$ cat config.mk
export PLATFORM = sky130hd
export DESIGN_NAME = conv_result_fifo
export DESIGN_NICKNAME = d
export VERILOG_FILES = /design/src/rtl/conv_result_fifo.sv
export SDC_FILE = /design/constraint.sdc
export NUM_CORES = 2
export LEC_CHECK = 0
export CORE_ASPECT_RATIO = 1.5
export CORE_UTILIZATION = 37
export CTS_CLUSTER_SIZE = 8
export DETAILED_ROUTE_END_ITERATION = 10
export SYNTH_ARGS = -nofsm -noshare
export SYNTH_HDL_FRONTEND = slang
export SYNTH_SLANG_ARGS = --single-unit
$ cat constraint.sdc
create_clock -name clk -period 8.6 [get_ports clk]
set_input_delay 2.15 -clock clk [delete_from_list [all_inputs] [get_ports clk]]
set_output_delay 2.15 -clock clk [all_outputs]
set_load 0.1 [all_outputs]
$ cat src/rtl/conv_result_fifo.sv
// Convolution result FIFO: edge-triggered write/drain commands, streaming drain.
// Optional macro CONV_FIFO_PEAK_EN adds peak_count (highest occupancy since reset).
module conv_result_fifo #(
  parameter int DATA_W = 16,
  parameter int DEPTH  = 256
) (
  input  logic                    clk,
  input  logic                    reset,
  input  logic [1:0]              fifo_command,
  input  logic [DATA_W-1:0]       wr_data,
  input  logic                    rd_ready,
  output logic [DATA_W-1:0]       rd_data,
  output logic                    rd_valid,
  output logic                    rd_last,
  output logic [$clog2(DEPTH):0]  count,
  output logic                    full,
  output logic                    empty,
  output logic                    err,
  output logic                    busy
`ifdef CONV_FIFO_PEAK_EN
  ,
  output logic [$clog2(DEPTH):0]  peak_count
`endif
);

  localparam int AW = $clog2(DEPTH);
  localparam int CW = AW + 1;

  typedef enum logic {
    S_IDLE  = 1'b0,
    S_DRAIN = 1'b1
  } state_e;

  localparam logic [1:0] CMD_IDLE = 2'b00;
  localparam logic [1:0] CMD_WR   = 2'b10;
  localparam logic [1:0] CMD_RD   = 2'b01;
  localparam logic [1:0] CMD_ILL  = 2'b11;

  state_e            state_q, state_d;
  logic [1:0]        cmd_q;
  logic [AW-1:0]     wptr_q, wptr_d;
  logic [AW-1:0]     rptr_q, rptr_d;
  logic [CW-1:0]     count_q, count_d;
  logic              err_q, err_d;
  logic              do_wr, do_pop;
  logic              cmd_new;
  logic              cmd_wr, cmd_rd, cmd_ill;
  logic              full_w, empty_w;

  logic [DATA_W-1:0] mem [DEPTH];

  // Command edge detect: only a change from last cycle's command acts
  always_comb begin
    cmd_new = (fifo_command != cmd_q);
    cmd_wr  = cmd_new && (fifo_command == CMD_WR);
    cmd_rd  = cmd_new && (fifo_command == CMD_RD);
    cmd_ill = cmd_new && (fifo_command == CMD_ILL);
    full_w  = (count_q == CW'(DEPTH));
    empty_w = (count_q == '0);
  end

  // State register and command history
  always_ff @(posedge clk or negedge reset) begin
    if (!reset) begin
      state_q <= S_IDLE;
      cmd_q   <= CMD_IDLE;
    end else begin
      state_q <= state_d;
      cmd_q   <= fifo_command;
    end
  end

  // Next-state logic plus the write/pop/error decisions it implies
  always_comb begin
    state_d = state_q;
    do_wr   = 1'b0;
    do_pop  = 1'b0;
    err_d   = err_q;
    if (cmd_ill) begin
      err_d = 1'b1;
    end
    unique case (state_q)
      S_IDLE: begin
        if (cmd_wr) begin
          if (full_w) begin
            err_d = 1'b1;
          end else begin
            do_wr = 1'b1;
          end
        end
        if (cmd_rd && !empty_w) begin
          state_d = S_DRAIN;
        end
      end
      S_DRAIN: begin
        if (cmd_wr) begin
          err_d = 1'b1;
        end
        if (rd_ready) begin
          do_pop = 1'b1;
          if (count_q == CW'(1)) begin
            state_d = S_IDLE;
          end
        end
      end
      default: begin
        state_d = S_IDLE;
      end
    endcase
  end

  // Moore outputs: drain handshake and status flags
  always_comb begin
    rd_valid = (state_q == S_DRAIN);
    busy     = (state_q == S_DRAIN);
    rd_last  = (state_q == S_DRAIN) && (count_q == CW'(1));
    rd_data  = mem[rptr_q];
    count    = count_q;
    full     = full_w;
    empty    = empty_w;
    err      = err_q;
  end

  // Pointer and occupancy next-state; write and pop never coincide
  always_comb begin
    wptr_d  = wptr_q;
    rptr_d  = rptr_q;
    count_d = count_q;
    if (do_wr) begin
      wptr_d  = wptr_q + AW'(1);
      count_d = count_q + CW'(1);
    end
    if (do_pop) begin
      rptr_d  = rptr_q + AW'(1);
      count_d = count_q - CW'(1);
    end
  end

  // Pointer, occupancy and sticky error registers
  always_ff @(posedge clk or negedge reset) begin
    if (!reset) begin
      wptr_q  <= '0;
      rptr_q  <= '0;
      count_q <= '0;
      err_q   <= 1'b0;
    end else begin
      wptr_q  <= wptr_d;
      rptr_q  <= rptr_d;
      count_q <= count_d;
      err_q   <= err_d;
    end
  end

  // Storage array; contents survive reset
  always_ff @(posedge clk) begin
    if (do_wr) begin
      mem[wptr_q] <= wr_data;
    end
  end

`ifdef CONV_FIFO_PEAK_EN
  logic [CW-1:0] peak_q, peak_d;

  // High-water mark follows count upward only
  always_comb begin
    peak_d = peak_q;
    if (count_d > peak_q) begin
      peak_d = count_d;
    end
  end

  // Peak register
  always_ff @(posedge clk or negedge reset) begin
    if (!reset) begin
      peak_q <= '0;
    end else begin
      peak_q <= peak_d;
    end
  end

  assign peak_count = peak_q;
`endif

endmodule

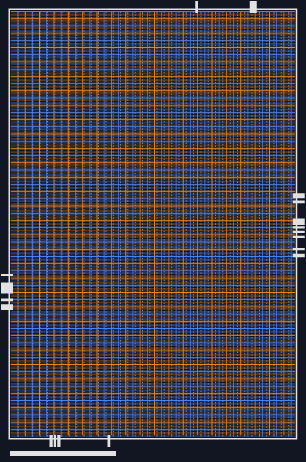
(images/floorplan.png)
The bar under the picture is 200 um long. Pins as bars on the die edge. Tap cells in grey.
| colour | net |
|---|---|
| blue | VSS |
| orange | VDD |
signal pins: 52
rows: 295
met5 straps: 59
VDD IR max: 344 uV
die height: 808 um
Die W: 539 um

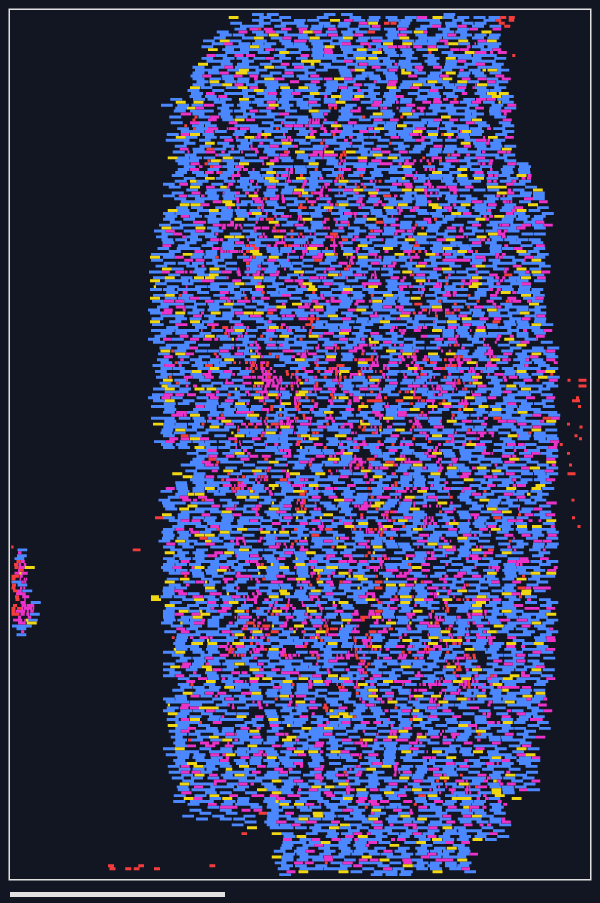
(images/class_map.png)
The bar under the picture is 200 um long.
| colour | class | cells |
|---|---|---|
| red | remaining buffers and delay cells | 527 |
| magenta | remaining logic cells | 2753 |
| blue | registers | 4125 |
| yellow | clock drivers and dummy loads | 701 |
core area: 431000 um^2
utilization after layout: 0.429
Seq/total area: 0.669
final instance area: 185000 um^2
row cnt: 295

-- flip-flops by register name, summed over array words and instances (netlist names) --
name / cells
cmd_q: 2
rptr_q: 8
busy: 1
count: 9
mem: 4096
err: 1
wptr_q: 8
-- report_power, final --
part	switching, mW	internal [mW]	total (mW)
clock	8.14	12.5	20.6
combinational	12.0	6.38	18.4
sequential	0.352	22.2	22.6
-- logic make-up (layout without fill, tap and decap cells) --
logic type	after synthesis	count (layout)	synth area share
other	0	17	0
adders and majority gates	9	9	0.000703
and+or+nand+nor	622	622	0.0173
xor gates and xnor gates	22	22	0.00120
DFF	4125	4125	0.772
AOI/OAI and AO/OA	784	784	0.0350
muxes	1303	1303	0.152
buffers and inverters	449	1241	0.0216
==> CHANGELOG.md <==
### Implementation results

- RSZ-0062 raised after global routing: false
- Hold Crit Class: reg -> reg
- Final Max Slew Viols: 50
- Logic share of the area: 0.181
- Final tally of setup violations: 1
- Vias in the first global route: 83600
- Gr ovfl total: 0
- Failing checks: max-capacitance violations, max-slew violations, negative setup slack
- Finished Layout Cells: 13800
- Setup slack after layout: -0.156 ns
- Run status: finished with violations
- Hold Fails Final Rpt: 0
- Leading cell types by count after synthesis: edfxtp_1, mux4_2, mux2i_1
- FF-to-FF setup slack: 3.70 ns
- Asr flop ratio synth: 0.00703
- Cell taking the most area after synthesis: edfxtp_1
- Antenna Nets Post-Route: 0
- Max FO, Critical Path: 36
- Starting DRT DRC Count: 11800
- Max Cap Viol: 1
